<file path="config.mk">
export PLATFORM = sky130hd
export DESIGN_NAME = vga_mem_arbiter
export DESIGN_NICKNAME = d
export VERILOG_FILES = /design/src/rtl/vga_mem_arbiter.sv
export SDC_FILE = /design/constraint.sdc
export NUM_CORES = 1
export LEC_CHECK = 0
export ABC_CLOCK_PERIOD_IN_PS = 3800
export CAP_MARGIN = 20
export CORE_ASPECT_RATIO = 2
export CORE_MARGIN = 2
export CORE_UTILIZATION = 40
export CTS_CLUSTER_DIAMETER = 150
export DETAILED_ROUTE_END_ITERATION = 10
export MAX_ROUTING_LAYER = met4
export PLACE_DENSITY = 0.71
export SLEW_MARGIN = 20
export SYNTH_ARGS = -nofsm -noshare
export SYNTH_HDL_FRONTEND = slang
export SYNTH_SLANG_ARGS = --single-unit
</file>
<file path="constraint.sdc">
create_clock -name clk -period 3.8 [get_ports clk]
set_input_delay 0.57 -clock clk [delete_from_list [all_inputs] [get_ports clk]]
set_output_delay 0.57 -clock clk [all_outputs]
set_load 0.01 [all_outputs]
</file>
<file path="src/rtl/vga_mem_arbiter.sv">
`timescale 1ns/1ps
// vga_mem_arbiter
// Shares one single-port video RAM between the scanout fetcher and a writer
// port. Scanout reads have priority. A starvation counter forces a writer
// grant after STARVE_MAX cycles of waiting.
//
// Handshakes:
//   pix_*  : a word moves when pix_valid && pix_ready in the same cycle;
//            pix_data is the FIFO head and is stable while pix_valid is high
//            and pix_ready is low.
//   wr_*   : the writer holds wr_req/wr_addr/wr_data until wr_ack, which is
//            high exactly in the cycle the write is presented to the RAM.
//
// Ports:
//   clk, rst                 clock, async active-high reset
//   line_start, line_base    start a new line fetch from line_base
//   pix_data/valid/ready     scanout word stream to the colour stage
//   wr_req/addr/data, wr_ack writer port
//   mem_en/we/addr/wdata     RAM command (combinational), mem_rdata 1-cycle later
//   clr_status               clears the sticky flags
//   underrun, line_overrun   sticky error flags
module vga_mem_arbiter #(
  parameter int AW             = 12,
  parameter int DW             = 8,
  parameter int WORDS_PER_LINE = 80,
  parameter int FIFO_DEPTH     = 4,
  parameter int STARVE_MAX     = 8
) (
  input  logic          clk,
  input  logic          rst,
  input  logic          line_start,
  input  logic [AW-1:0] line_base,
  output logic [DW-1:0] pix_data,
  output logic          pix_valid,
  input  logic          pix_ready,
  input  logic          wr_req,
  input  logic [AW-1:0] wr_addr,
  input  logic [DW-1:0] wr_data,
  output logic          wr_ack,
  output logic          mem_en,
  output logic          mem_we,
  output logic [AW-1:0] mem_addr,
  output logic [DW-1:0] mem_wdata,
  input  logic [DW-1:0] mem_rdata,
  input  logic          clr_status,
  output logic          underrun,
  output logic          line_overrun
);

  localparam int PW = $clog2(FIFO_DEPTH);
  localparam int CW = PW + 1;
  localparam int RW = AW + 1;
  localparam int SW = $clog2(STARVE_MAX + 1);
  localparam logic [CW-1:0] DEPTH_C = CW'(FIFO_DEPTH);

  typedef enum logic {
    IDLE  = 1'b0,
    FETCH = 1'b1
  } state_t;

  state_t        state_q, state_d;
  logic [DW-1:0] fifo_mem [FIFO_DEPTH];
  logic [PW-1:0] rd_ptr_q, wr_ptr_q;
  logic [CW-1:0] count_q;
  logic [AW-1:0] fetch_addr_q;
  logic [RW-1:0] remaining_q;
  logic          inflight_q, discard_q;
  logic [SW-1:0] starve_q;
  logic          underrun_q, overrun_q;

  logic fetch_elig, starve_full, wr_grant, fd_grant;
  logic push, pop, underrun_set, overrun_set;

  assign pix_valid    = (count_q != '0);
  assign pix_data     = fifo_mem[rd_ptr_q];
  assign underrun     = underrun_q;
  assign line_overrun = overrun_q;

  // Words already fetched but not yet consumed (FIFO plus the read in
  // flight) must leave room, so the read-return push can never overflow.
  // No fetch is issued in a line_start cycle; the writer may use that slot.
  assign fetch_elig  = (state_q == FETCH) && (remaining_q != '0) && !line_start &&
                       ((count_q + CW'(inflight_q)) < DEPTH_C);
  assign starve_full = (starve_q == SW'(STARVE_MAX));
  assign wr_grant    = !rst && wr_req && (starve_full || !fetch_elig);
  assign fd_grant    = !rst && !wr_grant && fetch_elig;

  // Read data returning in a line_start cycle belongs to the old line.
  assign push = inflight_q && !discard_q && !line_start;
  assign pop  = pix_valid && pix_ready;

  assign underrun_set = (state_q == FETCH) && pix_ready && !pix_valid &&
                        ((remaining_q != '0) || inflight_q);
  assign overrun_set  = line_start && (state_q == FETCH) &&
                        ((remaining_q != '0) || inflight_q || (count_q != '0));

  always_comb begin
    mem_en    = 1'b0;
    mem_we    = 1'b0;
    mem_addr  = '0;
    mem_wdata = '0;
    wr_ack    = 1'b0;
    if (wr_grant) begin
      mem_en    = 1'b1;
      mem_we    = 1'b1;
      mem_addr  = wr_addr;
      mem_wdata = wr_data;
      wr_ack    = 1'b1;
    end else if (fd_grant) begin
      mem_en   = 1'b1;
      mem_addr = fetch_addr_q;
    end
  end

  always_comb begin
    state_d = state_q;
    if (line_start) begin
      state_d = FETCH;
    end else if ((state_q == FETCH) && (remaining_q == '0) && !inflight_q &&
                 (count_q == '0)) begin
      state_d = IDLE;
    end
  end

  always_ff @(posedge clk or posedge rst) begin
    if (rst) begin
      state_q <= IDLE;
    end else begin
      state_q <= state_d;
    end
  end

  // FIFO storage needs no reset; pix_valid qualifies the head word.
  always_ff @(posedge clk) begin
    if (push) begin
      fifo_mem[wr_ptr_q] <= mem_rdata;
    end
  end

  always_ff @(posedge clk or posedge rst) begin
    if (rst) begin
      rd_ptr_q     <= '0;
      wr_ptr_q     <= '0;
      count_q      <= '0;
      fetch_addr_q <= '0;
      remaining_q  <= '0;
      inflight_q   <= 1'b0;
      discard_q    <= 1'b0;
    end else if (line_start) begin
      rd_ptr_q     <= '0;
      wr_ptr_q     <= '0;
      count_q      <= '0;
      fetch_addr_q <= line_base;
      remaining_q  <= RW'(WORDS_PER_LINE);
      inflight_q   <= 1'b0;
      discard_q    <= inflight_q;
    end else begin
      if (push) begin
        wr_ptr_q <= wr_ptr_q + PW'(1);
      end
      if (pop) begin
        rd_ptr_q <= rd_ptr_q + PW'(1);
      end
      count_q <= count_q + CW'(push) - CW'(pop);
      if (fd_grant) begin
        fetch_addr_q <= fetch_addr_q + AW'(1);
        remaining_q  <= remaining_q - RW'(1);
      end
      inflight_q <= fd_grant;
      discard_q  <= 1'b0;
    end
  end

  always_ff @(posedge clk or posedge rst) begin
    if (rst) begin
      starve_q <= '0;
    end else if (wr_req && !wr_grant) begin
      if (!starve_full) begin
        starve_q <= starve_q + SW'(1);
      end
    end else begin
      starve_q <= '0;
    end
  end

  // A set condition in the same cycle as clr_status wins.
  always_ff @(posedge clk or posedge rst) begin
    if (rst) begin
      underrun_q <= 1'b0;
      overrun_q  <= 1'b0;
    end else begin
      if (underrun_set) begin
        underrun_q <= 1'b1;
      end else if (clr_status) begin
        underrun_q <= 1'b0;
      end
      if (overrun_set) begin
        overrun_q <= 1'b1;
      end else if (clr_status) begin
        overrun_q <= 1'b0;
      end
    end
  end

endmodule

</file>
**Run 1: pin map**

Drawn at 4 px/um. Pins as bars across the die edge, other pins in gray.
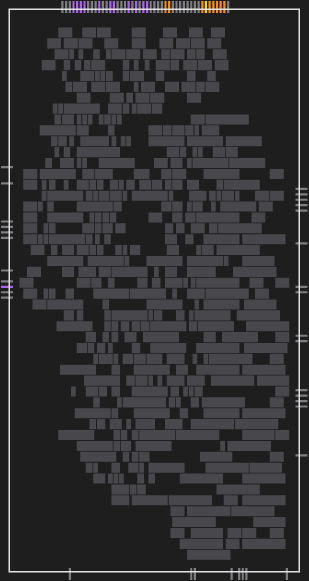
purple -> `wr_addr`  # pins 12, direction input, edge 11 north, 1 west
orange -> `wr_data`  # pins 8, direction input, edge north
yellow -> `wr_req`  # pins 1, direction input, edge north

**Run 1: signal wires on met3**

Drawn at 4 px/um.
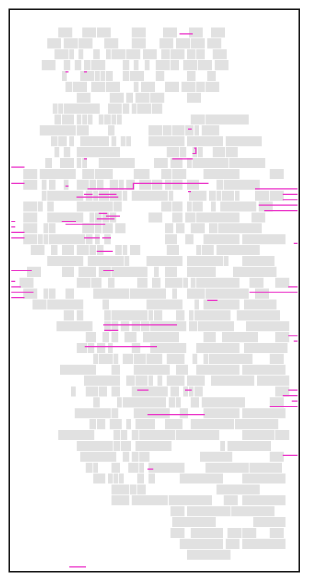
longest straight run = 18.6 um
wire length on this layer = 255 um
share of all routed wire = 3.0%
nets with wire on the layer = 45
main direction = horizontal

==> flow_metrics.env, run 1 <==
# flow metrics
export IMPL_worstSetupPathType="reg2out"
export IMPL_fp_utilization=0.412
export IMPL_grt_max_degree=44
export IMPL_crit_arrival_ns=2.92
export IMPL_period_used=0.920
export IMPL_fmax_mhz=286
export IMPL_gr_usage_met3=0.0353
export IMPL_hpwlAfterDp_um=6220
export IMPL_yosysTopAreaCell="dfrtp_1"
export IMPL_ctsHoldBuffers=0
export IMPL_clock_path_buffers=2
export IMPL_ys_cells=341
export IMPL_largest_cell_class="registers"
export IMPL_ff_count=73
export IMPL_area_delta_synth_final_pct=34.1
export IMPL_worstHoldEndpoint="line_overrun"
export IMPL_synth_top_cell_area_share=0.276
export IMPL_place_area_um2=4620
export IMPL_slowest_delay_ns=0.57
export IMPL_nWellTaps=102
export IMPL_portBuffers=79
export IMPL_flop_area_um2=1990
export IMPL_cts_htree_levels=3
export IMPL_ys_chip_area_um2=3710
export IMPL_fp_dieW_um=72.1
export IMPL_cts_resized=0
export IMPL_row_count=49
export IMPL_setup_viol=0
export IMPL_async_reset_ff_frac=0.562
export IMPL_internal_power_uw=1980
export IMPL_cp_required_ns=3.23
export IMPL_synthMuxAreaShare=0.0623
export IMPL_path_cells="inv_1 > ha_1 > nor4b_1 > and4_1 > o311a_1 > buf_12 > nand2_1 > o21ai_0 > clkdlybuf4s50_1"
export IMPL_grtUsageMet2=0.329
export IMPL_ys_seq_share=0.535
export IMPL_power_group_top="registers"
export IMPL_status="finished clean"
export IMPL_crit_path_end_kind="primary output"
export IMPL_vias_per_cell=5.51
export IMPL_fin_nets=477
**Run 1: routing congestion map**

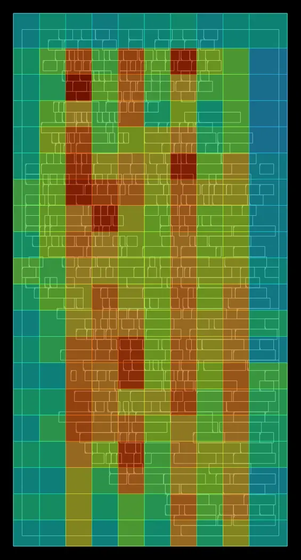
GR peak layer: met2
Final Util: 0.552
M1 GR Usage: 0.188
Global Route Usage Sum: 0.183

## Run 2: what changed since run 1
--- a/config.mk
+++ b/config.mk
@@ -6,7 +6,7 @@
 export NUM_CORES = 1
 export LEC_CHECK = 0
 export ABC_CLOCK_PERIOD_IN_PS = 3800
-export CAP_MARGIN = 20
+export CAP_MARGIN = 25
 export CORE_ASPECT_RATIO = 2
 export CORE_MARGIN = 2
 export CORE_UTILIZATION = 40
**Run 2: routed metal per tile**

Drawn at 4 px/um. 14 x 28 tiles, from dark blue (low) to red (high), scaled to the fullest tile. Values are wire area over tile area, all layers added.
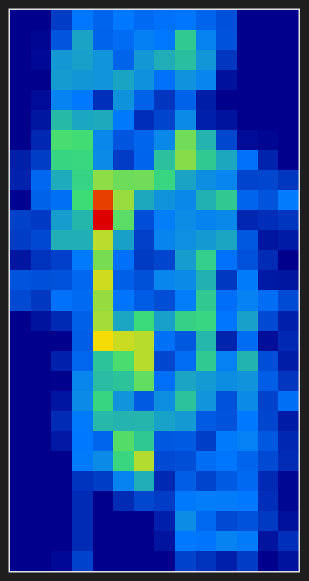
nearly empty tiles = 21%
mean over tiles = 0.13
fullest tile = 0.65
densest ninth of the die = center

**Run 2: signal wires on met3**

Drawn at 4 px/um.
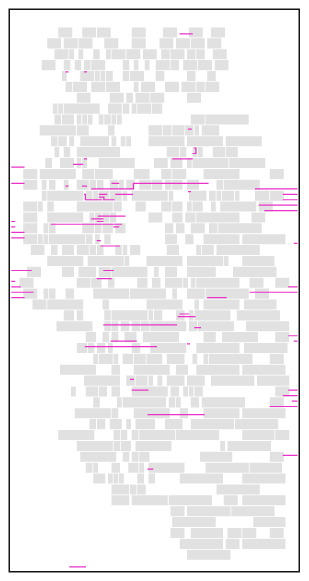
share of all routed wire = 3.2%
longest straight run = 18.6 um
main direction = horizontal

==> flow_metrics.env, run 2 <==
# flow metrics
export IMPL_row_count=49
export IMPL_ff_count=73
export IMPL_largest_cell_class="registers"
export IMPL_worstHoldEndpoint="line_overrun"
export IMPL_period_used=0.922
export IMPL_async_reset_ff_frac=0.562
export IMPL_grt_max_degree=44
export IMPL_status="finished clean"
export IMPL_yosysTopAreaCell="dfrtp_1"
export IMPL_clock_path_buffers=2
export IMPL_fp_utilization=0.412
export IMPL_path_cells="inv_1 > ha_1 > nor4b_1 > and4_1 > o311a_1 > buf_12 > nand2_1 > o21ai_0 > clkdlybuf4s50_1"
export IMPL_worstSetupPathType="reg2out"
export IMPL_place_area_um2=4620
export IMPL_crit_arrival_ns=2.93
export IMPL_ys_cells=341
export IMPL_gr_usage_met3=0.0353
export IMPL_cts_resized=0
export IMPL_cp_required_ns=3.23
export IMPL_flop_area_um2=1990
export IMPL_hpwlAfterDp_um=6220
export IMPL_grtUsageMet1=0.188
export IMPL_fp_dieW_um=72.1
export IMPL_internal_power_uw=1980
## Run 3: what changed since run 2
--- a/config.mk
+++ b/config.mk
@@ -8,7 +8,6 @@
 export ABC_CLOCK_PERIOD_IN_PS = 3800
 export CAP_MARGIN = 25
 export CORE_ASPECT_RATIO = 2
-export CORE_MARGIN = 2
 export CORE_UTILIZATION = 40
 export CTS_CLUSTER_DIAMETER = 150
 export DETAILED_ROUTE_END_ITERATION = 10
**Run 3: routed metal per tile**

Drawn at 4 px/um. 14 x 28 tiles, from dark blue (low) to red (high), scaled to the fullest tile. Values are wire area over tile area, all layers added.
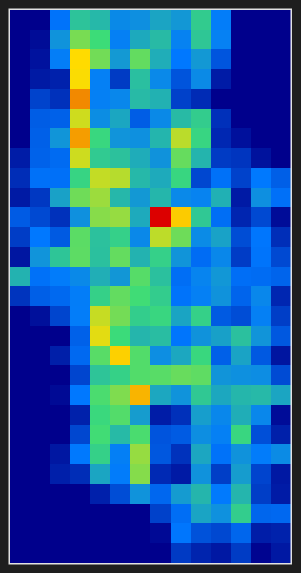
emptiest ninth of the die = south-west
tiles over half the peak = 12%
mean over tiles = 0.13

**Run 3: signal wires on met3**

Drawn at 4 px/um.
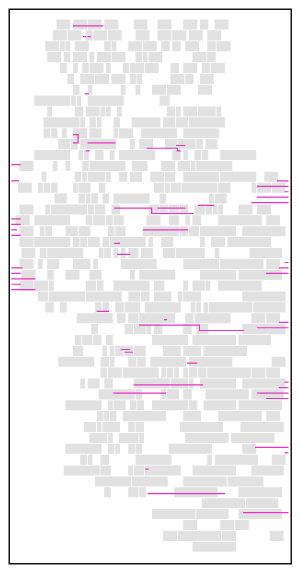
longest straight run = 19.1 um
wire length on this layer = 273 um
share of all routed wire = 3.4%
main direction = horizontal
nets with wire on the layer = 41

==> flow_metrics.env, run 3 <==
# flow metrics
export IMPL_status="finished clean"
export IMPL_fp_dieW_um=70.1
export IMPL_fp_utilization=0.412
export IMPL_hpwlAfterDp_um=5910
export IMPL_non_clock_buffer_count=86
export IMPL_final_layout_top_logic_cell="clkdlybuf4s50_1"
export IMPL_pwr_share_seq=0.414
export IMPL_critPathSlowestCell="clkdlybuf4s50_1"
export IMPL_gr_usage_met3=0.0394
export IMPL_ff_count=73
export IMPL_wl_met2_um=4480
export IMPL_place_area_um2=4620
export IMPL_postCtsSetupBuffers=0
export IMPL_relSlewSlack=0.327
export IMPL_setup_ws_ns=0.327
export IMPL_grtUsageMet1=0.190
export IMPL_syn_avg_cell_area_um2=10.9
export IMPL_path_cells="inv_1 > ha_1 > nor4b_1 > and4_1 > o311a_1 > buf_12 > nand2_1 > o21ai_0 > clkdlybuf4s50_1"
export IMPL_clock_path_buffers=2
export IMPL_ys_cells=341
export IMPL_ys_types=49
export IMPL_fp_dieH_um=138
export IMPL_async_reset_ff_frac=0.562
export IMPL_period_used=0.914
export IMPL_grt_max_degree=44
export IMPL_antenna_cells=0
export IMPL_vdd_drop_max_mv=0.243
export IMPL_row_count=49
export IMPL_cp_required_ns=3.23
export IMPL_internal_power_uw=1770
export IMPL_flop_area_um2=1990
export IMPL_synth_top_cell_area_share=0.276
export IMPL_globalplace_congestion=0.816
export IMPL_powerClk_uw=795
export IMPL_worstSetupPathType="reg2out"
export IMPL_worstHoldEndpoint="line_overrun"
export IMPL_utilization=0.544
export IMPL_synth_most_common_cell="nand2_1"
export IMPL_cts_resized=0
export IMPL_power_switching_uw=694
export IMPL_ant_nets=0
export IMPL_regMostFlops="fifo_mem"
export IMPL_largest_cell_class="registers"
export IMPL_maxSlewViolCount=0
export IMPL_yosysTopAreaCell="dfrtp_1"
export IMPL_crit_arrival_ns=2.90
